<file path="src/rtl/button_press_if.sv">
// Press-line bundle between the synthetic button generator and the toggle logic it drives.
// PRESS_GEN_DONE_EN adds the one-clock press_done strobe.
interface button_press_if;
    logic target_level;
    logic tap;
    logic button;
    logic level;
    logic busy;
`ifdef PRESS_GEN_DONE_EN
    logic press_done;
`endif

    modport master (
        input  target_level,
        input  tap,
        output button,
        output level,
        output busy
`ifdef PRESS_GEN_DONE_EN
        , output press_done
`endif
    );

    modport slave (
        output target_level,
        output tap,
        input  button,
        input  level,
        input  busy
`ifdef PRESS_GEN_DONE_EN
        , input press_done
`endif
    );
endinterface

</file>
<file path="src/rtl/button_press_gen.sv">
// Turns a target toggle level or a tap into clean press/release waveforms on one line.
// Optional PRESS_GEN_DONE_EN adds a one-clock press_done strobe when each release gap ends.
module button_press_gen #(
    parameter int CNT_W        = 8,
    parameter int PRESS_CYCLES = 4,
    parameter int GAP_CYCLES   = 4
) (
    input  logic          clk,
    input  logic          rst,
    button_press_if.master bus
);
    // state   | meaning
    // IDLE    | line low, waiting for a mismatch, tap or pending tap
    // PRESS   | line high for PRESS_CYCLES clocks
    // RELEASE | line low for GAP_CYCLES clocks before the next request is accepted
    typedef enum logic [1:0] {
        IDLE    = 2'd0,
        PRESS   = 2'd1,
        RELEASE = 2'd2
    } state_t;

    localparam logic [CNT_W-1:0] PRESS_LOAD = CNT_W'(PRESS_CYCLES - 1);
    localparam logic [CNT_W-1:0] GAP_LOAD   = CNT_W'(GAP_CYCLES - 1);
    localparam logic [CNT_W-1:0] CNT_ONE    = CNT_W'(1);
    localparam logic [CNT_W-1:0] CNT_ZERO   = '0;

    state_t           state_q, state_d;
    logic [CNT_W-1:0] cnt_q, cnt_d;
    logic             level_q, level_d;
    logic             tap_pend_q, tap_pend_d;
    logic             button_o, busy_o;

    always_ff @(posedge clk) begin
        if (rst) begin
            state_q    <= IDLE;
            cnt_q      <= CNT_ZERO;
            level_q    <= 1'b0;
            tap_pend_q <= 1'b0;
        end else begin
            state_q    <= state_d;
            cnt_q      <= cnt_d;
            level_q    <= level_d;
            tap_pend_q <= tap_pend_d;
        end
    end

    always_comb begin
        state_d    = state_q;
        cnt_d      = cnt_q;
        level_d    = level_q;
        tap_pend_d = tap_pend_q;
        case (state_q)
            IDLE: begin
                // One press serves both a tap and a mismatch; any leftover mismatch is seen next IDLE.
                if ((bus.target_level != level_q) || bus.tap || tap_pend_q) begin
                    state_d    = PRESS;
                    level_d    = ~level_q;
                    cnt_d      = PRESS_LOAD;
                    tap_pend_d = 1'b0;
                end
            end
            PRESS: begin
                tap_pend_d = tap_pend_q | bus.tap;
                if (cnt_q == CNT_ZERO) begin
                    state_d = RELEASE;
                    cnt_d   = GAP_LOAD;
                end else begin
                    cnt_d = cnt_q - CNT_ONE;
                end
            end
            RELEASE: begin
                tap_pend_d = tap_pend_q | bus.tap;
                if (cnt_q == CNT_ZERO) begin
                    state_d = IDLE;
                end else begin
                    cnt_d = cnt_q - CNT_ONE;
                end
            end
            default: begin
                state_d = IDLE;
                cnt_d   = CNT_ZERO;
            end
        endcase
    end

    always_comb begin
        button_o = 1'b0;
        busy_o   = 1'b0;
        case (state_q)
            PRESS: begin
                button_o = 1'b1;
                busy_o   = 1'b1;
            end
            RELEASE: begin
                busy_o = 1'b1;
            end
            default: begin
                button_o = 1'b0;
                busy_o   = 1'b0;
            end
        endcase
    end

    assign bus.button = button_o;
    assign bus.busy   = busy_o;
    assign bus.level  = level_q;

`ifdef PRESS_GEN_DONE_EN
    logic press_done_q;

    always_ff @(posedge clk) begin
        if (rst) begin
            press_done_q <= 1'b0;
        end else begin
            press_done_q <= (state_q == RELEASE) && (cnt_q == CNT_ZERO);
        end
    end

    assign bus.press_done = press_done_q;
`endif
endmodule
</file>
<file path="src/flat_wrapper.sv">
// flat-port wrapper written by rule: the top's interface ports become plain ports
module button_press_gen_flat 
#(
    parameter int CNT_W        = 8,
    parameter int PRESS_CYCLES = 4,
    parameter int GAP_CYCLES   = 4
)
  (clk, rst, bus_target_level, bus_tap, bus_button, bus_level, bus_busy);
  button_press_if bus_i ();
  input  logic clk;
  input  logic rst;
  input wire logic [$bits(bus_i.target_level)-1:0] bus_target_level;
  input wire logic [$bits(bus_i.tap)-1:0] bus_tap;
  output wire logic [$bits(bus_i.button)-1:0] bus_button;
  output wire logic [$bits(bus_i.level)-1:0] bus_level;
  output wire logic [$bits(bus_i.busy)-1:0] bus_busy;
  assign bus_i.target_level = bus_target_level;
  assign bus_i.tap = bus_tap;
  assign bus_button = bus_i.button;
  assign bus_level = bus_i.level;
  assign bus_busy = bus_i.busy;
  button_press_gen #(.CNT_W(CNT_W), .PRESS_CYCLES(PRESS_CYCLES), .GAP_CYCLES(GAP_CYCLES)) u_core (.clk(clk), .rst(rst), .bus(bus_i));
endmodule
</file>
<file path="config.mk">
export PLATFORM = sky130hd
export DESIGN_NAME = button_press_gen_flat
export DESIGN_NICKNAME = d
export VERILOG_FILES = /design/src/rtl/button_press_if.sv /design/src/rtl/button_press_gen.sv /design/src/flat_wrapper.sv
export SDC_FILE = /design/constraint.sdc
export NUM_CORES = 1
export LEC_CHECK = 0
export ABC_AREA = 1
export CAP_MARGIN = 20
export CORE_UTILIZATION = 40
export CTS_BUF_LIST = sky130_fd_sc_hd__clkbuf_4 sky130_fd_sc_hd__clkbuf_8
export DETAILED_ROUTE_END_ITERATION = 8
export GPL_TIMING_DRIVEN = 0
export PLACE_DENSITY = 0.62
export SLEW_MARGIN = 15
export SYNTH_ARGS = -nofsm -noshare
export SYNTH_HDL_FRONTEND = slang
export SYNTH_SLANG_ARGS = --single-unit
</file>
<file path="constraint.sdc">
create_clock -name clk -period 3.5 [get_ports clk]
set_clock_uncertainty 0.15 [all_clocks]
set_input_delay 0.875 -clock clk [delete_from_list [all_inputs] [get_ports clk]]
set_output_delay 0.875 -clock clk [all_outputs]
set_load 0.03 [all_outputs]
</file>
==> Slide: Implementation Results <==
Physical Implementation Snapshot

Layout
  • Design Area, Final: around 950 um^2
  • Ant diodes: 0
  • Share of cells above drive strength 1: approximately an eighth
  • FILL cells: 236

Synth
  • Cells after synthesis: 123
  • Area share, top type: 28.6%
  • #FFs+latches synth: 12
  • Yosys warnings: 0
  • Seq share, synth: about 29%
  • Syn avg cell area: 6.83 um^2
  • Syn nets: between 100 and 150
  • Number of enable flip-flop cells: 0
  • Asr flop ratio synth: 0%

Floorplan
  • Die Area: around 2300 um^2
  • Top Ports: 7

Final timing
  • RSZ-0062 raised after global routing: false
  • Hold Fails Final Rpt: 0
  • Setup violators final: 0
  • Slew Viols, Final: 0
  • Final worst setup slack: just over 0.7 ns
  • Setup TNS: 0 ns

Global routing
  • Pin count of the biggest net entering global routing: 11
  • Vias in the first global route: about 670
  • Total congestion overflow: 0
  • Global-route wire length before repair: 2.82 mm
  • Global routing usage on met1: ~22%
  • GR met3 Demand/Resource: about 8%

Clock network
  • H-tree levels: 1
  • Post-CTS Resized: 0
  • Post-CTS Setup Repair Bufs: 0
  • Num CTS Buffers: 3

Pwr
  • Leakage power: between 0.4 and 0.5 nW
  • Power Dens Cells: between 1000 and 1500 nW/um^2

Critical path
  • CP Launch Point: u_core.state_q[0]
  • Critical Path, Cell by Cell: inv_1, ha_1, clkdlybuf4s50_1
  • Crit path kind: flop to output pin
  • Largest stage delay, worst path: about 0.67 ns
  • CP Launch Type: flop

Routing
  • Via-to-Cell Ratio: 4.77
  • Via Count: between 700 and 800

Placed design
  • IO buf count: 5
  • Placer Congestion: roughly 0.87
  • Placed cell area: just over 900 um^2
  • DPL Wire Length: 1.28 mm

Min path
  • Worst Hold Launch: u_core.tap_pend_q
  • Hold WC Path Type: flop to flop

Job
  • Tool warnings: 31
  • Max cap viols: 0

Run status
  • Status: completed
==> flip-flops by register name, indices dropped and copies added (netlist names) <==
| signal | count |
|---|---|
| u_core.tap_pend_q | 1 |
| u_core.state_q | 2 |
| u_core.bus.level | 1 |
| u_core.cnt_q | 8 |
==> final cells by class <==
cell class | count | area, um^2 | share of cell area, %
plain buffers | 2 | 11.3 | 1.19
well taps | 27 | 33.8 | 3.57
inverters | 15 | 56.3 | 5.95
clock buffers | 3 | 22.5 | 2.38
multi-input cells | 94 | 532 | 56.2
repair buffers | 5 | 50.0 | 5.29
flip-flops and latches | 12 | 240 | 25.4
==> metal layers <==
| layer | vias to the layer above | wire (um) |
|---|---|---|
| met4 | 0 | 12 |
| met3 | 2 | 68 |
| met2 | 10 | 755 |
| met5 | - | 0 |
| met1 | 330 | 782 |
| li1 | 412 | - |
==> worst max-delay path, delay by kind of cell (launching register included) <==
kind | cells | cell delay, ns
buffers and inverters | 2 | 0.77
DFF | 1 | 0.39
adders and majority gates | 1 | 0.32
==> final timing paths <==
path                                     endpoint  slack, ns  cells past startpoint
worst min register to register  u_core.tap_pend_q       0.35                      2
worst max register to register    u_core.cnt_q[1]       1.73                      8
worst max-delay path                     bus_busy       0.72                      3
worst min-delay path            u_core.tap_pend_q       0.35                      2
==> cells by family (layout without fill, tap and decap cells) <==
kind of cell               count (synthesis)  after routing  synth area share (%)
adders and majority gates                  7              7                  10.4
xor gates and xnor gates                   1              1                  1.04
DFF                                       12             12                  28.6
and+or+nand+nor                           66             66                  37.9
buffers and inverters                     17             25                  8.05
AOI/OAI and AO/OA                         20             20                  14.0
==> report_power, final <==
group,switching (W),internal [W]
combinational,0.000437,0.000266
clock,0.0000417,0.0000398
sequential,0.0000495,0.000191
==> cell usage in the layout (no fill, tap or decap), types with 3 or more instances in the layout <==
cell             synthesis  routed
o21ai_0                  8       8
inv_1                   15      15
nand2_2                  3       3
a21oi_1                  7       7
clkbuf_4                 0       3
clkdlybuf4s50_1          0       5
nand2_1                 25      25
nand3_1                 12      12
nor2_1                  18      18
ha_1                     7       7
a21oi_2                  4       4
nand4_1                  3       3
dfxtp_1                 12      12
==> stage by stage <==
stage,util [%],std cells,hold slack (ns)
floorplan,-,123,0.317
global placement,47.1,155,0.334
global route,48.2,158,0.386
detailed placement,47.1,155,0.339
finish,48.2,158,0.346
CTS,48.2,158,0.350
Fig. 1: signal wires by layer
Two of the layers only.
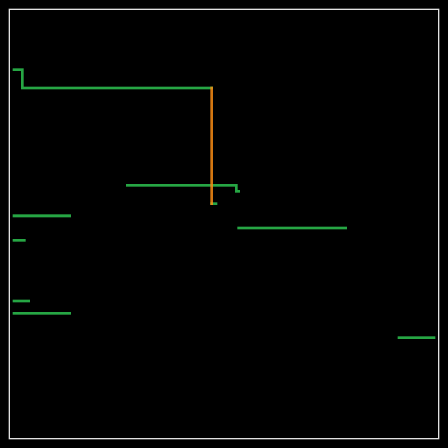
- met4: orange (wire length 12.9 um)
- met3: green (wire length 68.5 um)

Fig. 2: track usage over the die
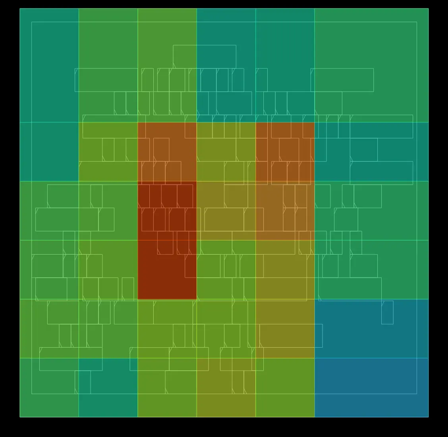
GR Util All Layers: 18.4%
gr busiest metal: met2
met2 usage: 29.7%

No activity file was given, so power comes from the tool's default toggle rates.
